### src/rtl/irig_pkg.sv
// Shared constants, types and helpers for the IRIG-B DCLS frame generator.
// Bit positions are frame indices, transmitted LSB (index 0) first.
package irig_pkg;

   typedef enum logic [1:0] {
      ST_IDLE = 2'd0,
      ST_LOAD = 2'd1,
      ST_RUN  = 2'd2
   } irig_state_e;

   localparam int         FRAME_BITS = 100;
   localparam logic [6:0] LAST_BIT   = 7'd99;
   localparam logic [3:0] MS_LAST    = 4'd9;

   // High time of a bit, in ms, for a '0', a '1' and a position marker.
   localparam logic [3:0] W0 = 4'd2;
   localparam logic [3:0] W1 = 4'd5;
   localparam logic [3:0] WP = 4'd8;

   localparam int POS_SEC_U  = 1;
   localparam int POS_SEC_T  = 6;
   localparam int POS_MIN_U  = 10;
   localparam int POS_MIN_T  = 15;
   localparam int POS_HOUR_U = 20;
   localparam int POS_HOUR_T = 25;
   localparam int POS_DAY_U  = 30;
   localparam int POS_DAY_T  = 35;
   localparam int POS_DAY_H  = 40;
   localparam int POS_YEAR_U = 50;
   localparam int POS_YEAR_T = 55;
   localparam int POS_SBS_LO = 80;
   localparam int POS_SBS_HI = 90;

   localparam logic [5:0]  MAX_SEC  = 6'd60;
   localparam logic [5:0]  MAX_MIN  = 6'd59;
   localparam logic [4:0]  MAX_HOUR = 5'd23;
   localparam logic [8:0]  MIN_DAY  = 9'd1;
   localparam logic [8:0]  MAX_DAY  = 9'd366;
   localparam logic [6:0]  MAX_YEAR = 7'd99;
   localparam logic [16:0] MAX_SBS  = 17'd86400;

   typedef struct packed {
      logic [5:0]  sec;
      logic [5:0]  minute;
      logic [4:0]  hour;
      logic [8:0]  day;
      logic [6:0]  year;
      logic [16:0] sbs;
   } irig_ts_t;

   function automatic logic is_marker(logic [6:0] b);
      case (b)
         7'd0, 7'd9, 7'd19, 7'd29, 7'd39, 7'd49,
         7'd59, 7'd69, 7'd79, 7'd89, 7'd99: return 1'b1;
         default:                          return 1'b0;
      endcase
   endfunction

   function automatic logic [3:0] pulse_width(logic marker, logic val);
      if (marker) return WP;
      return val ? W1 : W0;
   endfunction

   function automatic logic ts_in_range(irig_ts_t t);
      return (t.sec <= MAX_SEC) && (t.minute <= MAX_MIN) && (t.hour <= MAX_HOUR) &&
             (t.day >= MIN_DAY) && (t.day <= MAX_DAY) && (t.year <= MAX_YEAR) &&
             (t.sbs <= MAX_SBS);
   endfunction

endpackage

### src/rtl/irig_if.sv
// Timestamp input channel of the IRIG-B encoder: binary fields plus handshake.
// A timestamp transfers on any clock edge where ts_valid and ts_ready are both 1;
// the producer holds fields and ts_valid stable until then, ts_ready never waits on ts_valid,
// and ts_err pulses one cycle after a transfer whose fields were out of range.
interface irig_if;
   logic [5:0]  ts_second;
   logic [5:0]  ts_minute;
   logic [4:0]  ts_hour;
   logic [8:0]  ts_day;
   logic [6:0]  ts_year;
   logic [16:0] ts_sec_day;
   logic        ts_valid;
   logic        ts_ready;
   logic        ts_err;

   modport master (
      output ts_second, ts_minute, ts_hour, ts_day, ts_year, ts_sec_day, ts_valid,
      input  ts_ready, ts_err
   );

   modport slave (
      input  ts_second, ts_minute, ts_hour, ts_day, ts_year, ts_sec_day, ts_valid,
      output ts_ready, ts_err
   );
endinterface

### src/rtl/irig_bcd_encoder.sv
// Combinational 9-bit binary to three BCD digits (double-dabble).
// bcd_o = {hundreds, tens, ones}.
module bcd_encoder (
   input  logic [8:0]  bin_i,
   output logic [11:0] bcd_o
);

   logic [20:0] dabble;

   always_comb begin
      dabble = {12'd0, bin_i};
      for (int i = 0; i < 9; i++) begin
         for (int d = 0; d < 3; d++) begin
            if (dabble[9 + 4*d +: 4] >= 4'd5) begin
               dabble[9 + 4*d +: 4] = dabble[9 + 4*d +: 4] + 4'd3;
            end
         end
         dabble = dabble << 1;
      end
      bcd_o = dabble[20:9];
   end

endmodule

### src/rtl/irig_encoder.sv
// IRIG-B DC level-shift frame generator: one 100-bit pulse-width-coded frame per second
// from a timestamp handed over through a one-deep shadow register.
module irig_encoder
   import irig_pkg::*;
#(
   parameter int CLKS_PER_MS = 10000
) (
   input  logic        clk,
   input  logic        rst_n,
   input  logic        enable,
   irig_if.slave       ts,
   output logic        ts_underrun,
   output logic        irig_out,
   output logic        frame_start,
   output logic [6:0]  bit_idx,
   output irig_state_e state_dbg
);

   localparam int              SUB_W    = (CLKS_PER_MS > 1) ? $clog2(CLKS_PER_MS) : 1;
   localparam logic [SUB_W-1:0] SUB_LAST = SUB_W'(CLKS_PER_MS - 1);

   irig_state_e             state_q;
   logic [SUB_W-1:0]        sub_q, sub_d;
   logic [3:0]              ms_q, ms_d;
   logic [6:0]              bit_q, bit_d;
   logic                    irig_out_q, frame_start_q, underrun_q, err_q;

   irig_ts_t                shadow_q, active_q, cap_ts, reload_ts;
   logic                    shadow_full_q;
   logic [FRAME_BITS-1:0]   frame_q, frame_d;

   logic                    sub_last, bit_last, frame_last, reload, accept;
   logic [3:0]              cur_width;
   logic [11:0]             sec_bcd, min_bcd, hour_bcd, day_bcd, year_bcd;
   logic                    unused_bcd_hi;

   assign cap_ts = {ts.ts_second, ts.ts_minute, ts.ts_hour, ts.ts_day, ts.ts_year, ts.ts_sec_day};

   assign sub_last   = (sub_q == SUB_LAST);
   assign bit_last   = sub_last && (ms_q == MS_LAST);
   assign frame_last = bit_last && (bit_q == LAST_BIT);

   // The shadow is drained in the LOAD cycle or in the final cycle of a continuing frame;
   // ts_ready is held low there so a capture never collides with the drain.
   assign reload    = (state_q == ST_LOAD) || ((state_q == ST_RUN) && frame_last && enable);
   assign accept    = ts.ts_valid && ts.ts_ready;
   assign reload_ts = shadow_full_q ? shadow_q : active_q;

   assign sub_d     = sub_q + 1'b1;
   assign ms_d      = ms_q + 4'd1;
   assign bit_d     = bit_q + 7'd1;
   assign cur_width = pulse_width(is_marker(bit_q), frame_q[bit_q]);

   bcd_encoder u_bcd_sec  (.bin_i({3'd0, reload_ts.sec}),    .bcd_o(sec_bcd));
   bcd_encoder u_bcd_min  (.bin_i({3'd0, reload_ts.minute}), .bcd_o(min_bcd));
   bcd_encoder u_bcd_hour (.bin_i({4'd0, reload_ts.hour}),   .bcd_o(hour_bcd));
   bcd_encoder u_bcd_day  (.bin_i(reload_ts.day),            .bcd_o(day_bcd));
   bcd_encoder u_bcd_year (.bin_i({2'd0, reload_ts.year}),   .bcd_o(year_bcd));

   // Upper digits are always zero for in-range fields; the frame has no slot for them.
   assign unused_bcd_hi = ^{sec_bcd[11:7], min_bcd[11:7], hour_bcd[11:6],
                            day_bcd[11:10], year_bcd[11:8]};

   always_comb begin
      frame_d = '0;
      frame_d[POS_SEC_U  +: 4] = sec_bcd[3:0];
      frame_d[POS_SEC_T  +: 3] = sec_bcd[6:4];
      frame_d[POS_MIN_U  +: 4] = min_bcd[3:0];
      frame_d[POS_MIN_T  +: 3] = min_bcd[6:4];
      frame_d[POS_HOUR_U +: 4] = hour_bcd[3:0];
      frame_d[POS_HOUR_T +: 2] = hour_bcd[5:4];
      frame_d[POS_DAY_U  +: 4] = day_bcd[3:0];
      frame_d[POS_DAY_T  +: 4] = day_bcd[7:4];
      frame_d[POS_DAY_H  +: 2] = day_bcd[9:8];
      frame_d[POS_YEAR_U +: 4] = year_bcd[3:0];
      frame_d[POS_YEAR_T +: 4] = year_bcd[7:4];
      frame_d[POS_SBS_LO +: 9] = reload_ts.sbs[8:0];
      frame_d[POS_SBS_HI +: 8] = reload_ts.sbs[16:9];
   end

   // Timestamp path: shadow capture with range check, reload into active + frame vector.
   always_ff @(posedge clk or negedge rst_n) begin
      if (!rst_n) begin
         shadow_q      <= '0;
         shadow_full_q <= 1'b0;
         active_q      <= '0;
         frame_q       <= '0;
         err_q         <= 1'b0;
         underrun_q    <= 1'b0;
      end else begin
         err_q      <= 1'b0;
         underrun_q <= 1'b0;
         if (reload) begin
            active_q      <= reload_ts;
            frame_q       <= frame_d;
            shadow_full_q <= 1'b0;
            underrun_q    <= !shadow_full_q;
         end else if (accept) begin
            if (ts_in_range(cap_ts)) begin
               shadow_q      <= cap_ts;
               shadow_full_q <= 1'b1;
            end else begin
               err_q <= 1'b1;
            end
         end
      end
   end

   // Sequencer and bit timing. Outputs are registered for the position being entered,
   // so every bit's first RUN cycle already shows the rising edge.
   always_ff @(posedge clk or negedge rst_n) begin
      if (!rst_n) begin
         state_q       <= ST_IDLE;
         sub_q         <= '0;
         ms_q          <= '0;
         bit_q         <= '0;
         irig_out_q    <= 1'b0;
         frame_start_q <= 1'b0;
      end else begin
         frame_start_q <= 1'b0;
         case (state_q)
            ST_IDLE: begin
               irig_out_q <= 1'b0;
               if (enable) state_q <= ST_LOAD;
            end
            ST_LOAD: begin
               state_q       <= ST_RUN;
               sub_q         <= '0;
               ms_q          <= '0;
               bit_q         <= '0;
               irig_out_q    <= 1'b1;
               frame_start_q <= 1'b1;
            end
            ST_RUN: begin
               if (frame_last) begin
                  sub_q <= '0;
                  ms_q  <= '0;
                  bit_q <= '0;
                  if (enable) begin
                     irig_out_q    <= 1'b1;
                     frame_start_q <= 1'b1;
                  end else begin
                     irig_out_q <= 1'b0;
                     state_q    <= ST_IDLE;
                  end
               end else if (bit_last) begin
                  sub_q      <= '0;
                  ms_q       <= '0;
                  bit_q      <= bit_d;
                  irig_out_q <= 1'b1;
               end else if (sub_last) begin
                  sub_q      <= '0;
                  ms_q       <= ms_d;
                  irig_out_q <= (ms_d < cur_width);
               end else begin
                  sub_q <= sub_d;
               end
            end
            default: state_q <= ST_IDLE;
         endcase
      end
   end

   assign ts.ts_ready = !shadow_full_q && !reload;
   assign ts.ts_err   = err_q;
   assign ts_underrun = underrun_q;
   assign irig_out    = irig_out_q;
   assign frame_start = frame_start_q;
   assign bit_idx     = bit_q;
   assign state_dbg   = state_q;

endmodule
### src/flat_wrapper.sv
// flat-port wrapper written by rule: the top's interface ports become plain ports
module irig_encoder_flat import irig_pkg::*;
#(
   parameter int CLKS_PER_MS = 10000
)
  (clk, rst_n, enable, ts_underrun, irig_out, frame_start, bit_idx, state_dbg, ts_ts_second, ts_ts_minute, ts_ts_hour, ts_ts_day, ts_ts_year, ts_ts_sec_day, ts_ts_valid, ts_ts_ready, ts_ts_err);
  irig_if ts_i ();
  input  logic clk;
  input  logic rst_n;
  input  logic enable;
  output logic ts_underrun;
  output logic irig_out;
  output logic frame_start;
  output logic [6:0] bit_idx;
  output irig_state_e state_dbg;
  input wire logic [$bits(ts_i.ts_second)-1:0] ts_ts_second;
  input wire logic [$bits(ts_i.ts_minute)-1:0] ts_ts_minute;
  input wire logic [$bits(ts_i.ts_hour)-1:0] ts_ts_hour;
  input wire logic [$bits(ts_i.ts_day)-1:0] ts_ts_day;
  input wire logic [$bits(ts_i.ts_year)-1:0] ts_ts_year;
  input wire logic [$bits(ts_i.ts_sec_day)-1:0] ts_ts_sec_day;
  input wire logic [$bits(ts_i.ts_valid)-1:0] ts_ts_valid;
  output wire logic [$bits(ts_i.ts_ready)-1:0] ts_ts_ready;
  output wire logic [$bits(ts_i.ts_err)-1:0] ts_ts_err;
  assign ts_i.ts_second = ts_ts_second;
  assign ts_i.ts_minute = ts_ts_minute;
  assign ts_i.ts_hour = ts_ts_hour;
  assign ts_i.ts_day = ts_ts_day;
  assign ts_i.ts_year = ts_ts_year;
  assign ts_i.ts_sec_day = ts_ts_sec_day;
  assign ts_i.ts_valid = ts_ts_valid;
  assign ts_ts_ready = ts_i.ts_ready;
  assign ts_ts_err = ts_i.ts_err;
  irig_encoder #(.CLKS_PER_MS(CLKS_PER_MS)) u_core (.clk(clk), .rst_n(rst_n), .enable(enable), .ts(ts_i), .ts_underrun(ts_underrun), .irig_out(irig_out), .frame_start(frame_start), .bit_idx(bit_idx), .state_dbg(state_dbg));
endmodule
### config.mk
export PLATFORM = sky130hd
export DESIGN_NAME = irig_encoder_flat
export DESIGN_NICKNAME = d
export VERILOG_FILES = /design/src/rtl/irig_pkg.sv /design/src/rtl/irig_if.sv /design/src/rtl/irig_bcd_encoder.sv /design/src/rtl/irig_encoder.sv /design/src/flat_wrapper.sv
export SDC_FILE = /design/constraint.sdc
export NUM_CORES = 1
export LEC_CHECK = 0
export ABC_AREA = 0
export CORE_ASPECT_RATIO = 1.75
export CORE_UTILIZATION = 45
export DETAILED_ROUTE_END_ITERATION = 8
export GPL_TIMING_DRIVEN = 0
export PLACE_DENSITY = 0.68
export SYNTH_ARGS = -nofsm -noshare
export SYNTH_HDL_FRONTEND = slang
export SYNTH_HIERARCHICAL = 1
export SYNTH_SLANG_ARGS = --single-unit
### constraint.sdc
create_clock -name clk -period 15.6 [get_ports clk]
set_input_delay 3.12 -clock clk [delete_from_list [all_inputs] [get_ports clk]]
set_output_delay 3.12 -clock clk [all_outputs]
set_load 0.02 [all_outputs]
Run 1, cells by drive strength:
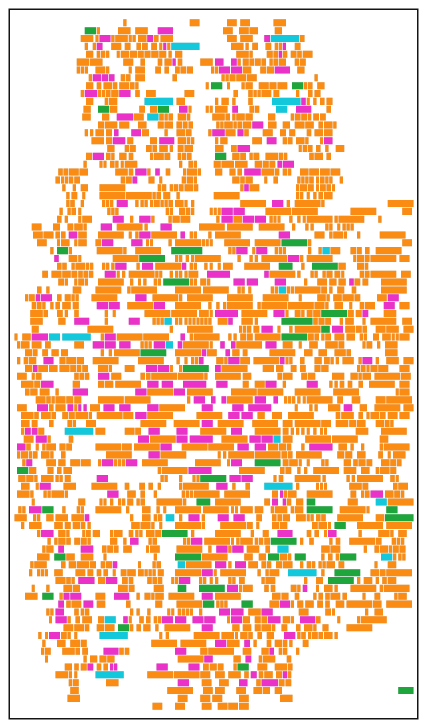
- green: x6 and larger (cells 46; share 2.4%; most used clkbuf_16)
- magenta: x2 (cells 237; share 12%; most used mux2_2)
- cyan: x3 and x4 (cells 24; share 1.2%)
- orange: x1 and smaller (cells 1,637; share 84%; most used nand2_1)
area grow syn2layout: 13.8%
bufs w/o clock: 171

Run 1, clock wiring as the flow saved it:
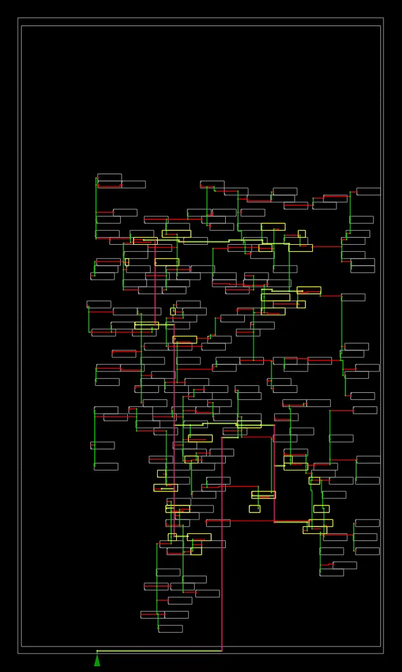
clk sink count: 170
worst clock skew: 0.0141 ns

Run 1, cells coloured by class:
Bar = 50 µm. Fill, decap, tap and diode cells in grey.
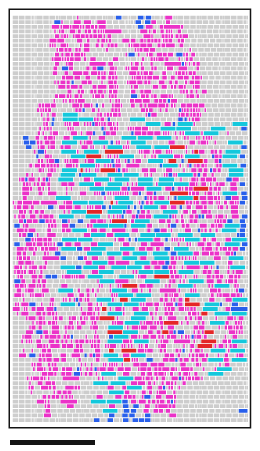
- blue: remaining buffers and delay cells (cells 171; share of their area 7.6%)
- cyan: registers (cells 170; share of their area 25%)
- magenta: remaining logic cells (cells 1,571; share of their area 63%)
- red: clock drivers and dummy loads (cells 32; share of their area 3.7%)

Run 1, selected gate families:
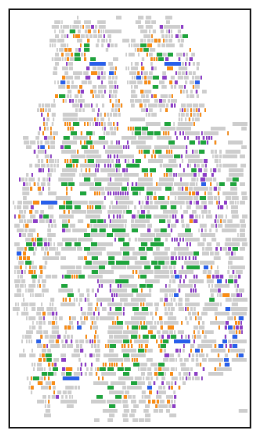
- blue: xor and xnor cells (cells 30; where widely spread)
- orange: nor cells (cells 303; where widely spread)
- purple: nand cells (cells 311; where widely spread)
- green: mux cells (cells 165)
dominant logic cell type in the layout: nand2_1
Comb/total area: 0.599
post-route insts no fill: 2,394

==> reports/results.tsv, run 1 <==
stage	metric	value	unit
outcome	status	complete, no violations	
synth	post-synthesis cell area	15200	µm²
clocking	Root Driver	clkbuf_16	
global_routing	GR Util met2	0.489	
clocking	postcts setup bufs	0	
global_routing	global route hottest layer	met2	
layout	dominant kind of cell	multi-input combinational cells	
placed_design	pre-CTS setup slack	7.02	ns
final_timing	TNS Setup	0	ns
worst_setup_path	Critical Path End Type	primary output	
final_timing	FMAX	116	MHz
floorplanning	Die Span Y	245	µm
worst_setup_path	delay-heaviest family, CP	buffers and inverters	
final_timing	Slew @ Worst Pin	1.16	ns
final_timing	Fin. Hold Viols	0	
layout	final instance area	17300	µm²
layout	sequential portion of the cell area	0.246	
route	Detail Route met3 WL	1710	µm
layout	antenna diode count	0	
synth	yosys warns	6	
route	DR vias/cell	5.92	
job	Max-cap violations	0	
route	wire length on met1	16100	µm
layout	flop count	170	
global_routing	largest net degree at the start of global routing	128	
final_timing	crit path time final	8.62	ns
final_timing	final worst setup slack	6.98	ns
worst_setup_path	Max FO, Critical Path	10	
placed_design	post-detail-place hpwl	32800	µm
worst_setup_path	CP cell instances	clkdlybuf4s50_1 > inv_1 > nor2_1 > a41o_1 > clkbuf_1 > buf_2 > nor2_1 > clkdlybuf4s50_1	
layout	Regs by FF count	u_core/active_q: 50 flops, u_core/shadow_q: 50 flops, u_core/frame_q: 38 flops	
placed_design	GP Congestion	0.934	
floorplanning	Well Taps	450	
clocking	CTS buffer count	17	
clocking	CTS tree	yes	
route	TritonRoute pass-1 iters	8	
layout	inverter count	65	
final_timing	cycle use final	0.552	
floorplanning	Die W	141	µm
[run 1: path summary, 6_finish.rpt]
check,cells past startpoint,startpoint,endpoint,slack (ns)
max,8,enable,ts_ts_ready,6.98
min,2,u_core/frame_q[23],u_core/frame_q[23],0.46
max reg2reg,34,u_core/shadow_full_q,u_core/frame_q[37],8.02
min reg2reg,2,u_core/frame_q[23],u_core/frame_q[23],0.46
max in group asynchronous,2,rst_n,u_core/frame_q[55],12.02
min in group asynchronous,1,rst_n,u_core/sub_q[7],2.57
[run 1: placed cells by master, fill, tap and decap left out, types with 10 or more instances in the layout]
master,count
buf_6,16
o2bb2ai_1,11
mux2_2,113
a21o_1,22
nor2_2,10
o21ai_0,74
nor4_1,18
inv_2,10
clkdlybuf4s50_1,66
o32a_1,10
clkbuf_1,51
and2_1,17
nor2b_1,18
inv_1,55
nor2_1,212
a211oi_2,10
a21oi_1,92
clkbuf_16,17
o211ai_1,22
nand2b_1,20
mux2i_1,43
nand4_1,24
a221oi_1,11
dfrtp_1,170
xnor2_1,17
a31oi_1,23
a211oi_1,27
conb_1,61
nor3_1,33
o21bai_1,10
ha_1,69
nand2_1,219
nand3_1,29
buf_2,30
or3_1,19
o22ai_1,34
[run 1: tightest hold or removal path, stage by stage, from the launching register on]
cell     delay [ns]
dfrtp_1        0.34
nand2_1        0.05
nand2_1        0.05
Run 1, the metal 2 layer:
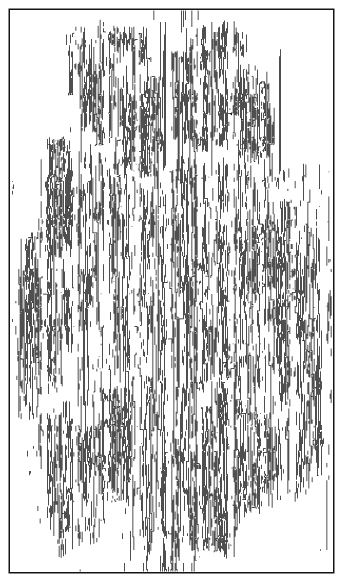

==> run 1 -> run 2 <==
--- a/config.mk
+++ b/config.mk
@@ -10,7 +10,7 @@
 export CORE_UTILIZATION = 45
 export DETAILED_ROUTE_END_ITERATION = 8
 export GPL_TIMING_DRIVEN = 0
-export PLACE_DENSITY = 0.68
+export PLACE_DENSITY = 0.71
 export SYNTH_ARGS = -nofsm -noshare
 export SYNTH_HDL_FRONTEND = slang
 export SYNTH_HIERARCHICAL = 1
==> constraint.sdc (replaced) <==
create_clock -name clk -period 7.5 [get_ports clk]
set_input_delay 1.5 -clock clk [delete_from_list [all_inputs] [get_ports clk]]
set_output_delay 1.5 -clock clk [all_outputs]
set_load 0.02 [all_outputs]
Run 2, the metal 2 layer:
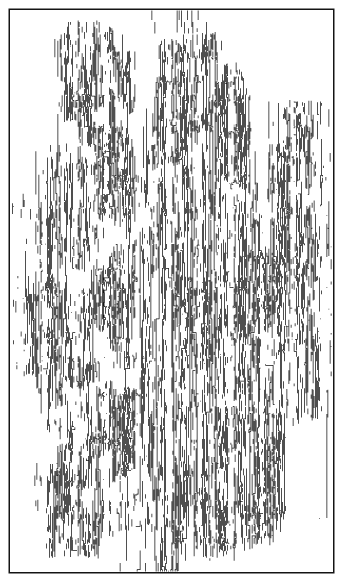
- main direction: vertical
- wire length on this layer: 21.7 mm
- longest straight run: 74.8 µm
- nets with wire on the layer: 1,764
- share of all routed wire: 52%
GR Util met2: 0.462
final WL: 41,500 µm
via count: 14.3k

==> run 2 against run 1 <==
  * Utilization about the same
  * Global-route usage decreased by 0.44 points
  * Non-clock buffer count decreased by 1
  * Final cell count about the same
  * Worst hold slack improved by 0.0013 ns
  * Setup slack got worse by 6.3 ns
  * Register-to-register slack got worse by 7.4 ns
  * Critical path depth increased by 24
  * Sequential cell count unchanged
  * Design area about the same
  * Critical endpoint is now u_core/frame_q[40]
==> reports/results.tsv, run 2 <==
stage	metric	value	unit
global_routing	grt ovf	0	
global_routing	initial antenna violation count	0	
layout	Filler Cell Count	3120	
worst_setup_path	WP depth	32	
route	TritonRoute pass-1 iters	6	
outcome	status	complete, no violations	
global_routing	first-pass GRT wire length	68200	µm
clocking	clk sink count	170	
placed_design	dpl cells	2362	
route	Routed Antenna Nets	0	
layout	NumNets Final	2053	
worst_setup_path	critical path's slowest cell	dfrtp_2	
floorplanning	Die W	141	µm
clocking	clk latency late pin	0.44	ns
worst_setup_path	CP startpoint	u_core/shadow_full_q	
worst_setup_path	worst setup path end	u_core/frame_q[40]	
final_timing	TNS Setup	0	ns
clocking	CTS buffer count	17	
worst_setup_path	delay-heaviest family, CP	AND-OR/OR-AND gates	
worst_setup_path	cell mode on critical path	ha_1	
placed_design	pre-CTS setup slack	0.136	ns
clocking	Root Driver	clkbuf_16	
final_timing	cycle use final	0.915	
final_timing	max-slew violation count	0	
worst_setup_path	R2R Path End	u_core/frame_q[40]	
layout	Regs by FF count	u_core/active_q: 50 flops, u_core/shadow_q: 50 flops, u_core/frame_q: 38 flops	
layout	final instance area	17300	µm²
floorplanning	Core Density at Floorplan	0.459	
worst_setup_path	Critical Path End Type	register	
worst_hold_path	Hold Path Class	register to register	
placed_design	GP Congestion	0.937	
synth	post-synthesis cell area	15200	µm²
route	WL per Instance	17.3	µm
final_timing	crit path time final	6.86	ns
global_routing	vias in the first global route	14100	
clocking	postcts setup bufs	0	
floorplanning	Die Span Y	245	µm
job	Max-cap violations	0	
route	DR vias/cell	5.99	
global_routing	largest net degree at the start of global routing	108	
route	wire length on met1	16300	µm
layout	dominant logic cell type in the layout	nand2_1	
worst_setup_path	FF-to-FF path depth	32	
synth	yosys warns	6	
final_timing	Fin. Hold Viols	0	
final_timing	Slew @ Worst Pin	1.13	ns
clocking	CTS tree	yes	
worst_setup_path	Max FO, Critical Path	11	
placed_design	post-detail-place hpwl	32100	µm
layout	top logic cells by instance count in the layout	nand2_1 (219), nor2_1 (212), dfrtp_1 (169)	
route	# DRC	0	
final_timing	worst clock skew	0.0104	ns
layout	antenna diode count	0	
floorplanning	row cnt	88	
worst_setup_path	CP arrival	7.24	ns
floorplanning	Core Region	33100	µm²
route	metal2 WL	21700	µm
route	DR top layer	met4	
worst_setup_path	worst r2r src	u_core/shadow_full_q	
route	Detail Route met3 WL	1510	µm
final_timing	FMAX	146	MHz
worst_setup_path	Crit Path Category	register to register	
job	OpenROAD warning count	48	
layout	share of cells above drive strength 1	0.160	
clocking	CTS Buffer Depth	2	
layout	post-route insts no fill	2393	
layout	area grow syn2layout	13.7	%
layout	sequential cell area	4260	µm²
final_timing	final worst setup slack	0.640	ns
run 2: worst min-delay path by stage:
| stage | depth (start not counted) | startpoint | end |
|---|---|---|---|
| CTS | 2 | u_core/frame_q[50] | u_core/frame_q[50] |
| floorplan | 2 | u_core/frame_q[37] | u_core/frame_q[37] |
| detailed placement | 2 | u_core/frame_q[50] | u_core/frame_q[50] |
| global route | 2 | u_core/frame_q[56] | u_core/frame_q[56] |
| finish | 2 | u_core/frame_q[50] | u_core/frame_q[50] |
| global placement | 2 | u_core/frame_q[22] | u_core/frame_q[22] |
run 2: cell type report:
| class | count | area share |
|---|---|---|
| timing repair buffer | 68 | 0.0407 |
| clock inverter | 14 | 0.00919 |
| clock buffer | 18 | 0.0254 |
| tap | 450 | 0.0326 |
| multi-input combinational | 1506 | 0.600 |
| sequential | 170 | 0.246 |
| buffer | 102 | 0.0325 |
| inverter | 65 | 0.0141 |
run 2: layer usage:
| metal | vias to the layer above | GRT usage |
|---|---|---|
| met5 | - | 0 |
| met4 | 0 | 0.128 |
| met3 | 120 | 0.0289 |
| met2 | 401 | 0.462 |
| met1 | 6957 | 0.262 |
| li1 | 6846 | - |
run 2: repair_timing:
action                                  4_1_cts  5_1_grt
endpoints found under the setup margin        0        5
hold buffers                                  0        0
resized                                       0        5
run 2: metrics by stage:
step / hold WS (ns) / utilization
after global placement: 0.445 / 0.503
final: 0.465 / 0.522
after floorplan: 0.433 / -
after CTS: 0.469 / 0.522
after detailed placement: 0.455 / 0.504
after global routing: 0.493 / 0.522
Run 2, selected gate families:
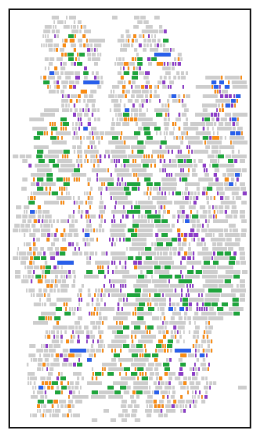

==> run 2 -> run 3 <==
--- a/config.mk
+++ b/config.mk
@@ -11,6 +11,7 @@
 export DETAILED_ROUTE_END_ITERATION = 8
 export GPL_TIMING_DRIVEN = 0
 export PLACE_DENSITY = 0.71
+export SLEW_MARGIN = 20
 export SYNTH_ARGS = -nofsm -noshare
 export SYNTH_HDL_FRONTEND = slang
 export SYNTH_HIERARCHICAL = 1
Run 3, selected gate families:
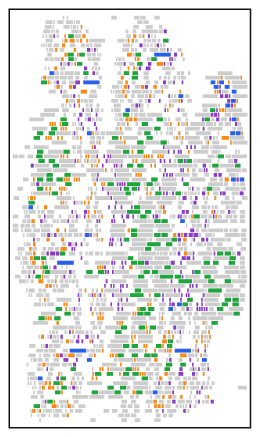
- blue: xor and xnor cells (cells 30; where widely spread)
- purple: nand cells (cells 311)
- green: mux cells (cells 165)
- orange: nor cells (cells 303; where widely spread)
Comb/total area: 0.599
post-route insts no fill: 2,392

==> run 3 against run 2 <==
  * First-iteration DRC count rose by 1.9%
  * Non-clock buffer count did not move
  * Final cell count barely moved
  * Die size did not move
  * Utilization barely moved
  * Via count fell by 0.75%
  * Critical path type unchanged
  * Largest cell class unchanged
  * Highest routed layer unchanged
==> reports/results.tsv, run 3 <==
stage	metric	value	unit
route	DR vias/cell	5.94	
route	TritonRoute pass-1 iters	7	
route	wire length on met1	16200	µm
outcome	status	complete, no violations	
worst_setup_path	Max FO, Critical Path	11	
clocking	clk sink count	170	
placed_design	post-detail-place hpwl	32200	µm
final_timing	TNS Setup	0	ns
worst_setup_path	FF-to-FF path depth	32	
worst_hold_path	Hold Path Class	register to register	
job	Max-cap violations	0	
global_routing	largest net degree at the start of global routing	104	
global_routing	initial antenna violation count	1	
layout	top logic cells by instance count in the layout	nand2_1 (219), nor2_1 (212), dfrtp_1 (169)	
clocking	CTS hold repair buffers	0	
layout	Regs by FF count	u_core/active_q: 50 flops, u_core/shadow_q: 50 flops, u_core/frame_q: 38 flops	
worst_setup_path	Crit Path Category	register to register	
clocking	CTS Buffer Depth	2	
global_routing	first-pass GRT wire length	68600	µm
final_timing	FMAX	145	MHz
final_timing	crit path time final	6.89	ns
worst_hold_path	start point of the worst hold path	u_core/frame_q[56]	
clocking	CTS tree	yes	
floorplanning	Core Region	33100	µm²
floorplanning	row cnt	88	
route	Routed Antenna Nets	0	
worst_setup_path	R2R Path End	u_core/frame_q[40]	
worst_setup_path	critical path's slowest cell	dfrtp_2	
clocking	clk latency late pin	0.43	ns
layout	final instance area	17300	µm²
floorplanning	Die Span Y	245	µm
final_timing	Fin. Hold Viols	0	
synth	post-synthesis cell area	15200	µm²
worst_setup_path	cell mode on critical path	ha_1	
worst_setup_path	Critical Path End Type	register	
final_timing	max-slew violation count	0	
layout	share of cells above drive strength 1	0.159	
floorplanning	Core Density at Floorplan	0.459	
layout	antenna diode count	0	
route	metal2 WL	22300	µm
worst_setup_path	CP startpoint	u_core/shadow_full_q	
layout	dominant logic cell type in the layout	nand2_1	
clocking	Root Driver	clkbuf_16	
global_routing	vias in the first global route	14100	
worst_setup_path	worst r2r src	u_core/shadow_full_q	
## run 3: worst max-delay path: cells and delay by family (launching register included)
family                     cells  cell delay (ns)
adders and majority gates      5             1.08
DFF                            1             0.54
and+or+nand+nor                7             1.04
buffers and inverters          7             1.14
AOI/OAI and AO/OA              9             2.02
muxes                          1             0.44
xor gates and xnor gates       3             0.57
## run 3: stage by stage
step / setup WS, ns / util / hold slack, ns / std cells
detailed placement: 0.112 / 0.504 / 0.455 / 2362
CTS: 0.0806 / 0.522 / 0.468 / 2393
floorplan: 1.27 / - / 0.433 / 1844
global route: 0.110 / 0.522 / 0.486 / 2392
finish: 0.614 / 0.522 / 0.464 / 2392
global placement: -2.00 / 0.503 / 0.445 / 2361
## run 3: routing by layer
metal  vias up  GRT usage
met5         -          0
met4         0      0.109
met3       113     0.0285
met2       373      0.473
met1      6872      0.262
li1       6859          -
## run 3: area by class of cell
type                    count  area (µm²)  area share
clock inverters            10         143     0.00824
clock buffers              21         470      0.0272
inverters                  65         244      0.0141
repair buffers             68         703      0.0406
multi-input cells        1506       10400       0.599
plain buffers             102         562      0.0325
well taps                 450         563      0.0325
flip-flops and latches    170        4260       0.246
## run 3: timing repair
item,4_1_cts,5_1_grt
buffers inserted,0,0
setup endpoints to repair,0,6
resized,0,5
